Run 1, placed cells, one color a class:
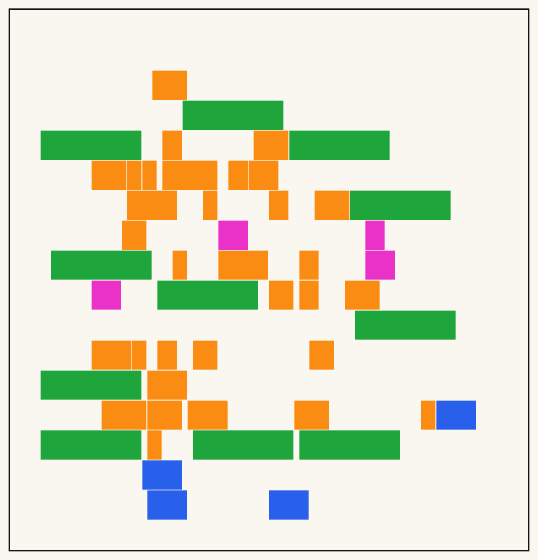
Run 1, M2 wires:
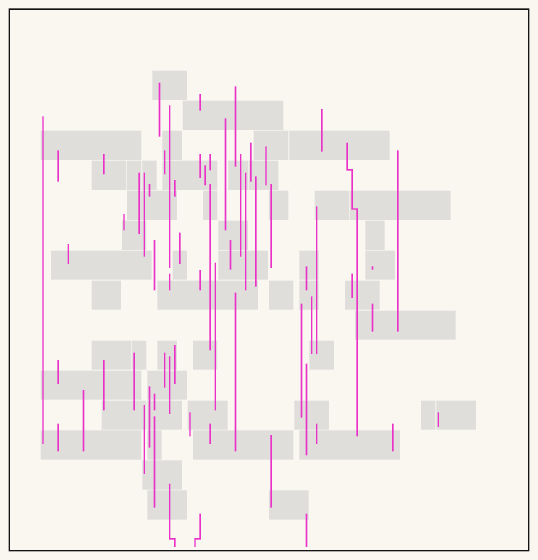
Run 1, port wiring:
Bar = 10 um.
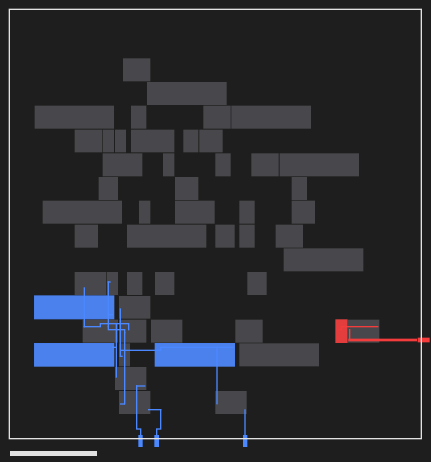
[src/rtl/solution_sequence_gen.sv]
// Free-running 3-bit pattern generator (binary / Gray / Johnson / LFSR) with a clock prescaler.
// Define SEQ_GEN_REVERSE_EN to run every pattern backwards from the same start value.
module solution_sequence_gen #(
  parameter int MODE = 1,
  parameter int DIV  = 1
) (
  input  logic       clk,
  input  logic       rst,
  output logic [2:0] out
);

  localparam int         M_EFF = (MODE >= 0 && MODE <= 3) ? MODE : 0;
  localparam int         D_EFF = (DIV < 1) ? 1 : ((DIV > 255) ? 255 : DIV);
  localparam logic [7:0] DIV_LAST = 8'(D_EFF - 1);
  localparam logic [2:0] START = (M_EFF == 3) ? 3'b001 : 3'b000;

  logic [7:0] r_div_cnt;
  logic [2:0] r_out;
  logic [2:0] w_next;
  logic       w_tick;

  assign w_tick = (r_div_cnt == DIV_LAST);
  assign out    = r_out;

`ifdef SEQ_GEN_REVERSE_EN
  always_comb begin
    w_next = START;
    case (M_EFF)
      1: case (r_out)
           3'b000: w_next = 3'b100;
           3'b100: w_next = 3'b101;
           3'b101: w_next = 3'b111;
           3'b111: w_next = 3'b110;
           3'b110: w_next = 3'b010;
           3'b010: w_next = 3'b011;
           3'b011: w_next = 3'b001;
           default: w_next = 3'b000;
         endcase
      2: case (r_out)
           3'b000: w_next = 3'b100;
           3'b100: w_next = 3'b110;
           3'b110: w_next = 3'b111;
           3'b111: w_next = 3'b011;
           3'b011: w_next = 3'b001;
           default: w_next = 3'b000;  // 001 wraps; 010/101 recover
         endcase
      // Inverse of the forward LFSR step; the lock-up state 000 still escapes to 001.
      3: w_next = (r_out == 3'b000) ? 3'b001 : {r_out[0] ^ r_out[2], r_out[2], r_out[1]};
      default: w_next = r_out - 3'd1;
    endcase
  end
`else
  always_comb begin
    w_next = START;
    case (M_EFF)
      1: case (r_out)
           3'b000: w_next = 3'b001;
           3'b001: w_next = 3'b011;
           3'b011: w_next = 3'b010;
           3'b010: w_next = 3'b110;
           3'b110: w_next = 3'b111;
           3'b111: w_next = 3'b101;
           3'b101: w_next = 3'b100;
           default: w_next = 3'b000;
         endcase
      2: case (r_out)
           3'b000: w_next = 3'b001;
           3'b001: w_next = 3'b011;
           3'b011: w_next = 3'b111;
           3'b111: w_next = 3'b110;
           3'b110: w_next = 3'b100;
           default: w_next = 3'b000;  // 100 wraps; 010/101 recover
         endcase
      3: w_next = (r_out == 3'b000) ? 3'b001 : {r_out[1:0], r_out[2] ^ r_out[1]};
      default: w_next = r_out + 3'd1;
    endcase
  end
`endif

  always_ff @(posedge clk or posedge rst) begin
    if (rst) begin
      r_div_cnt <= 8'd0;
      r_out     <= START;
    end else if (w_tick) begin
      r_div_cnt <= 8'd0;
      r_out     <= w_next;
    end else begin
      r_div_cnt <= r_div_cnt + 8'd1;
    end
  end

endmodule

[config.mk]
export PLATFORM = sky130hd
export DESIGN_NAME = solution_sequence_gen
export DESIGN_NICKNAME = d
export VERILOG_FILES = /design/src/rtl/solution_sequence_gen.sv
export SDC_FILE = /design/constraint.sdc
export NUM_CORES = 1
export LEC_CHECK = 0
export CELL_PAD_IN_SITES_DETAIL_PLACEMENT = 0
export CELL_PAD_IN_SITES_GLOBAL_PLACEMENT = 1
export CORE_AREA = 2 2 45 47
export DETAILED_ROUTE_END_ITERATION = 10
export DIE_AREA = 0 0 47 49
export HOLD_SLACK_MARGIN = 0.02
export PLACE_DENSITY = 0.54
export SYNTH_ARGS = -nofsm -noshare
export SYNTH_HDL_FRONTEND = slang
export SYNTH_SLANG_ARGS = --single-unit
[constraint.sdc]
create_clock -name clk -period 2.4 [get_ports clk]
set_clock_uncertainty 0.1 [all_clocks]
set_input_delay 0.6 -clock clk [delete_from_list [all_inputs] [get_ports clk]]
set_output_delay 0.6 -clock clk [all_outputs]
set_load 0.01 [all_outputs]
==> flow_metrics.py, run 1 <==
# Synthesis and PnR figures
metrics = {
    "run_status": {
        "status": "finished clean",
    },
    "logic_synthesis": {
        "common_cells": "dfrtp_1, xnor2_1, inv_1, nand3_1",
        "ys_cells": 43,
        "yosysWarnings": 0,
        "edf_count": 0,
        "ys_types": 17,
        "syn_nets": 47,
        "ys_top_cells_by_area": "dfrtp_1, xnor2_1, ha_1",
        "async_flop_share": 1.00,
        "ys_ff": 11,
        "ys_seq_share": 0.545,
        "most_common_cell": "dfrtp_1",
    },
    "sta": {
        "fin_crit_ps": 1920,
        "fin_hold_ws_ps": 377,
        "maxSlewViolCount": 0,
        "min_period_over_period": 0.800,
        "worstMarginPinSlew_ps": 436,
    },
    "critical_path": {
        "crit_end": "out[2]",
        "cp_max_fo": 4,
        "r2r_end": "out[2]$_DFFE_PP0N_",
        "cpPeakStageDelay_ps": 550,
        "startpoint": "out[2]$_DFFE_PP0N_",
        "cp.required_ps": 1700,
        "cp_cell_sequence": "clkdlybuf4s50_1",
    },
    "final_layout": {
        "regMostFlops": "r_div_cnt",
    },
    "grt": {
        "grt_util_met3": 0.0556,
        "antenna_found_initial": 0,
    },
    "clock_tree": {
        "clk_path_buf_depth": 2,
        "htreeDepth": 1,
        "clkTransAtPathRegs_ps": 80,
    },
    "power": {
        "seq_power_share": 0.584,
    },
    "die": {
        "die_h_um": 49,
    },
    "route": {
        "first_pass_iters": 2,
        "drc": 0,
        "wl_met3_um": 40,
    },
    "worst_hold_path": {
        "min_from": "r_div_cnt[7]$_DFF_PP0_",
    },
}
Notes on 'placed cells, one color a class' above:
Key: green = flip-flops [cells 11, share of their area 48%]; blue = other buffers and delay cells [cells 4, share of their area 7.0%]; magenta = clock drivers and dummy loads [cells 4, share of their area 4.8%]; orange = all other logic [cells 32, share of their area 40%]
cell area after layout: 607 um^2
Util after Layout: 0.329
# rows: 16
CORE AREA: 0.00184 mm^2
Seq area share: 0.454

Notes on 'M2 wires' above:
The layer holds 46% of the routed length. 43 nets have wire on it. The longest straight run is 29.6 um. The layer carries 367 um of wire.
Via Count: 308
Total Wirelength: 803 um
M2 GR Usage: 0.114

Notes on 'port wiring' above:
Key: blue = out [bits 3, direction output, end cells 3, buffers 3, wire 73.9 um]; red = rst [bits 1, direction input, end cells 1, buffers 1, wire 13.4 um]
I/O pins: 5
PortBufs: 4

run 1: logic make-up after synthesis:
logic type	after synthesis	share of synthesized area
xor gates and xnor gates	7	0.121
adders and majority gates	2	0.0495
buffers and inverters	5	0.0371
DFF	11	0.545
muxes	3	0.0619
and+or+nand+nor	15	0.186
run 1: metrics by stage:
stage	instance area (um^2)	total power, mW	setup WS (ps)	util
CTS	607	0.329	454	0.329
floorplan	505	0.192	626	-
finish	607	0.317	480	0.329
global placement	579	0.195	541	0.315
global route	607	0.335	423	0.329
detailed placement	579	0.195	550	0.315
run 1: final cells by class:
cell class	count	area, um^2
clock buffer	3	22.5
clock inverter	1	5.00
fill	215	1230
inverter	5	18.8
multi-input combinational	27	211
sequential	11	275
tap	27	33.8
timing repair buffer	4	40.0
==> run 2: changes to the inputs <==
Settings changed: PLACE_DENSITY 0.54 to 0.56.
Clock period 2.4 ns to 1.6 ns, I/O delays scaled along.
Run 2, placed cells, one color a class:
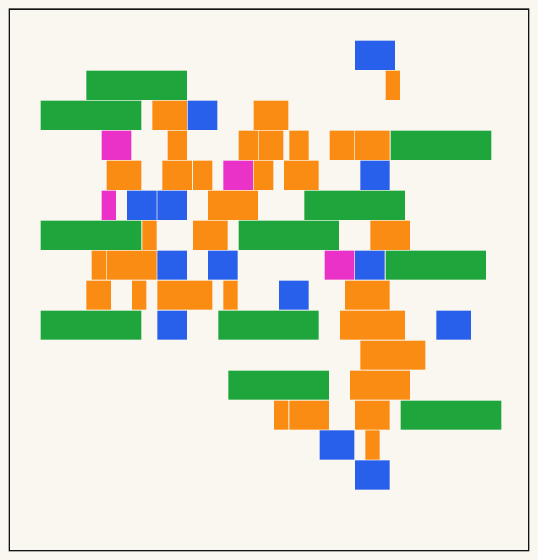
Key: magenta = clock drivers and dummy loads [cells 4, share of their area 4.0%]; green = flip-flops [cells 11, share of their area 42%]; blue = other buffers and delay cells [cells 13, share of their area 16%]; orange = all other logic [cells 32, share of their area 39%]
Seq area share: 0.396
cell area after layout: 696 um^2
Util after Layout: 0.378

Run 2, congestion heat map:
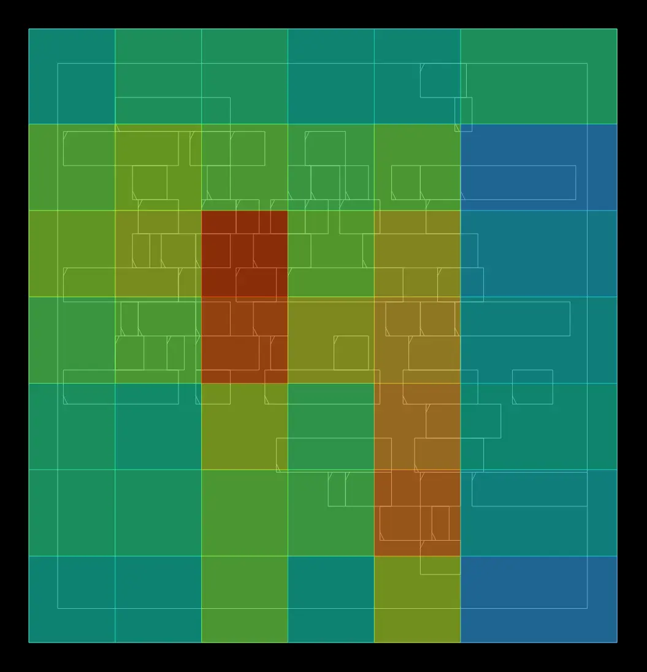
routing usage on met1: 0.111
GRT Util Overall: 0.0993

==> run 2 against run 1 <==
Compared with the run above: the run now ends with setup timing left; cell count grew 12%; die size is the same; flip-flop count is the same; synthesized cell count is the same; sequential power grew about 50%; largest power group unchanged; synthesized area is the same; sequential share of layout area shrank 5.8 points; via count grew 15%; wire length grew 13%; register-to-register slack lost 660 ps.
==> flow_metrics.py, run 2 <==
# Synthesis and PnR figures
metrics = {
    "logic_synthesis": {
        "ys_types": 17,
        "ys_sh_adder": 0.0495,
        "topCombFamilyByArea": "simple AND/OR/NAND/NOR gates",
        "ys_cells": 43,
        "ys_sh_xor": 0.121,
        "ys_seq_share": 0.545,
    },
    "final_layout": {
        "area_share_nonclk_buffers": 0.149,
        "nNonClkInverters": 5,
        "comb_area_um2": 238,
        "n_sequential_cell": 11,
        "n_clock_buffer": 4,
        "n_all_buffers": 13,
    },
    "clock_tree": {
        "clk_path_buf_depth": 2,
        "htreeDepth": 1,
        "clkTransAtPathRegs_ps": 70,
    },
    "die": {
        "die_h_um": 49,
        "taps": 27,
    },
    "power": {
        "seq_power_share": 0.580,
    },
    "sta": {
        "maxSlewViolCount": 0,
        "worstMarginPinSlew_ps": 427,
        "worst_slack_ps": -113,
        "finalSetupViolations": 6,
        "min_period_over_period": 1.07,
    },
    "run_status": {
        "violations": "setup timing",
        "status": "finished, violations left",
    },
    "placement": {
        "io_buffers": 4,
    },
    "grt": {
        "antenna_found_initial": 0,
        "grt_util_met3": 0.0556,
    },
    "route": {
        "wl_met3_um": 49,
    },
    "critical_path": {
        "crit_end": "out[2]$_DFFE_PP0N_",
        "r2r_end": "out[2]$_DFFE_PP0N_",
    },
}
Run 2, metal 1:
Bar = 10 um. Supply wires on this layer in gray.
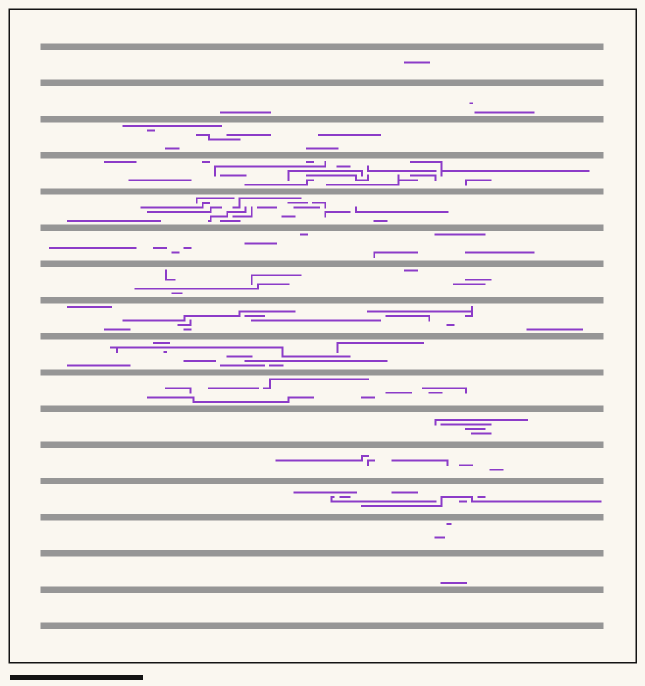
The longest straight run is 12.9 um. The layer holds 44% of the routed length. The wires run mostly horizontal. 59 nets have wire on it. The layer carries 399 um of wire.
Via Count: 353
Total Wirelength: 909 um

==> run 2: cell counts after synthesis <==
Identical to the previous run, type by type.
==> run 2: worst max-delay path: stages, from the launching register on <==
cell and delay, ps:
dfrtp_1 370, inv_1 50, ha_1 120, or4b_4 510
nor3_4 140, mux2_4 310
==> run 2: power groups by stage <==
stage	Clock, mW	Sequential (mW)	Combinational, mW
3_5_place_dp	0	0.283	0.00871
6_report	0.193	0.278	0.00780
4_1_cts	0.202	0.278	0.00865
3_3_place_gp	0	0.283	0.00869
5_1_grt	0.224	0.278	0.00978
2_1_floorplan	0	0.283	0.00426
==> run 2: timing repair <==
action | in CTS | in global routing
endpoints found under the setup margin | 5 | 6
setup buffers | 0 | 2
hold endpoints to repair | 0 | 0
hold buffers | 0 | 0
resized | 3 | 4
pin swaps | 0 | 2
==> run 3: changes to the inputs <==
Settings changed: CAP_MARGIN set to 20.
Run 3, met3 routing:
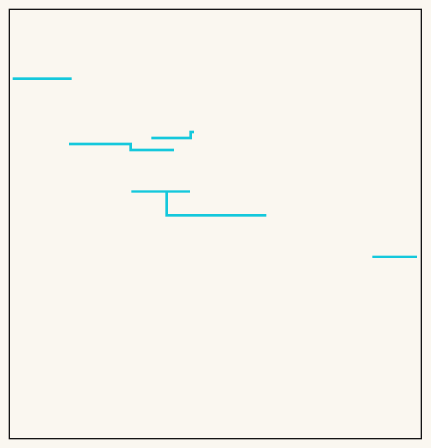
The layer holds 5.4% of the routed length. The layer carries 49.4 um of wire. 4 nets have wire on it. The wires run mostly horizontal.
M3 GR Usage: 0.0556

Run 3, placed cells, one color a class:
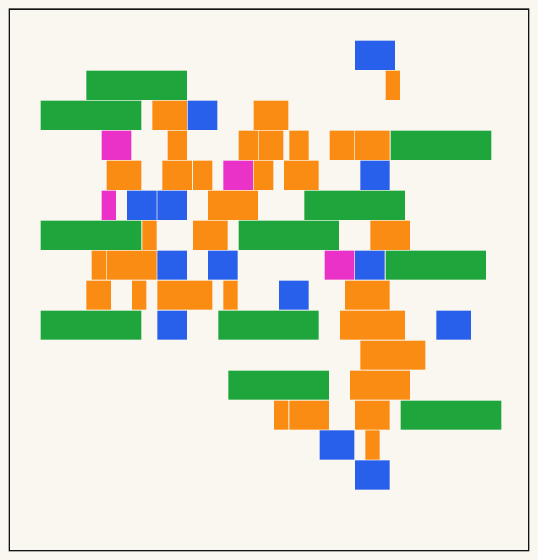
Key: blue = other buffers and delay cells [cells 13, share of their area 16%]; magenta = clock drivers and dummy loads [cells 4, share of their area 4.0%]; orange = all other logic [cells 32, share of their area 39%]; green = flip-flops [cells 11, share of their area 42%]

Run 3, metal 1:
Bar = 10 um. Supply wires on this layer in gray.
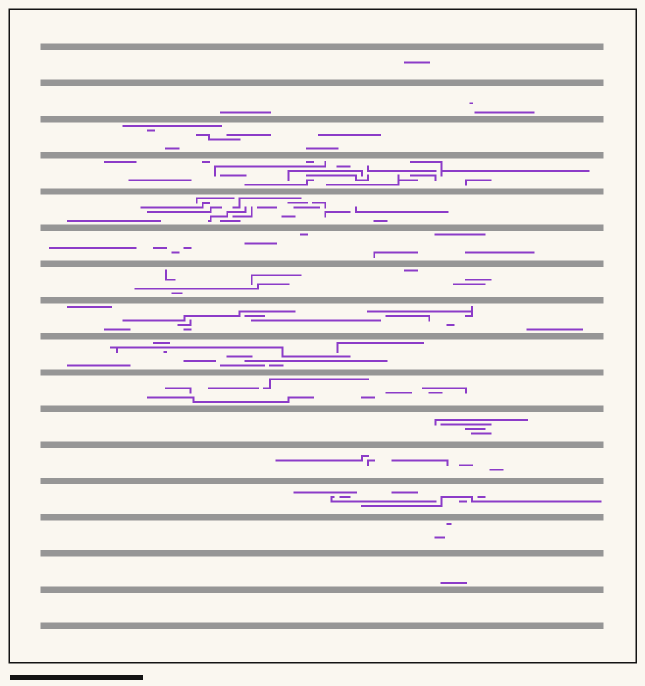
The layer holds 44% of the routed length. The wires run mostly horizontal.

==> run 3 against run 2 <==
Compared with the run above: via count did not move; critical path type unchanged; the run still ends with setup timing left; setup slack did not move; highest routed layer unchanged; power did not move.
==> flow_metrics.py, run 3 <==
# Synthesis and PnR figures
metrics = {
    "run_status": {
        "status": "finished, violations left",
        "violations": "setup timing",
    },
    "critical_path": {
        "crit_path_top_delay_cell": "or4b_4",
        "cp.required_ps": 1660,
        "cp_cell_sequence": "inv_1 > ha_1 > or4b_4 > nor3_4 > mux2_4",
        "crit_end": "out[2]$_DFFE_PP0N_",
        "cp_top_family": "simple AND/OR/NAND/NOR gates",
        "startpoint": "r_div_cnt[0]$_DFF_PP0_",
        "cp.depth": 5,
        "r2r_end": "out[2]$_DFFE_PP0N_",
    },
    "sta": {
        "min_period_over_period": 1.07,
        "fin_crit_ps": 1710,
        "finalSetupViolations": 6,
        "maxSlewViolCount": 0,
        "fin_hold_ws_ps": 315,
        "worst_slack_ps": -113,
    },
    "logic_synthesis": {
        "most_common_cell": "dfrtp_1",
        "common_cells": "dfrtp_1, xnor2_1, inv_1, nand3_1",
        "ys_ff": 11,
        "syn_nets": 47,
        "async_flop_share": 1.00,
    },
    "route": {
        "first_pass_iters": 4,
        "totalWireLength_um": 909,
        "wl_met3_um": 49,
    },
    "power": {
        "power_leader": "sequential cells",
        "power_mw": 0.479,
        "pg_seq_mw": 0.278,
        "powerClk_mw": 0.193,
        "seq_power_share": 0.580,
    },
    "clock_tree": {
        "clk_path_buf_depth": 2,
    },
    "grt": {
        "antenna_found_initial": 0,
        "grt_usage": 0.0993,
    },
    "final_layout": {
        "num-fill-cells": 200,
        "regMostFlops": "r_div_cnt",
    },
    "die": {
        "core_mm2": 0.00184,
        "io_pins": 5,
    },
    "placement": {
        "pre_cts_ws_ps": -103,
    },
}
[run 3: timing repair]
| action | CTS | global route |
|---|---|---|
| hold buffers | 0 | 0 |
| setup buffers | 0 | 2 |
| resized | 3 | 4 |
| endpoints found under the hold margin | 0 | 0 |
| pin swaps | 0 | 2 |
| gates cloned | 0 | 0 |
| endpoints found under the setup margin | 5 | 6 |
[run 3: cells by family after synthesis]
logic type	after synthesis	synth area share
adders and majority gates	2	0.0495
muxes	3	0.0619
xor gates and xnor gates	7	0.121
DFF	11	0.545
buffers and inverters	5	0.0371
and+or+nand+nor	15	0.186
[run 3: final cells by class]
type                       instances  area [um^2]  share of cell area
timing repair buffer              13          104               0.149
tap                               27         33.8              0.0486
clock buffer                       4         26.3              0.0378
multi-input combinational         27          238               0.342
inverter                           5         18.8              0.0270
sequential                        11          275               0.396
Power and IR drop assume default switching activity.
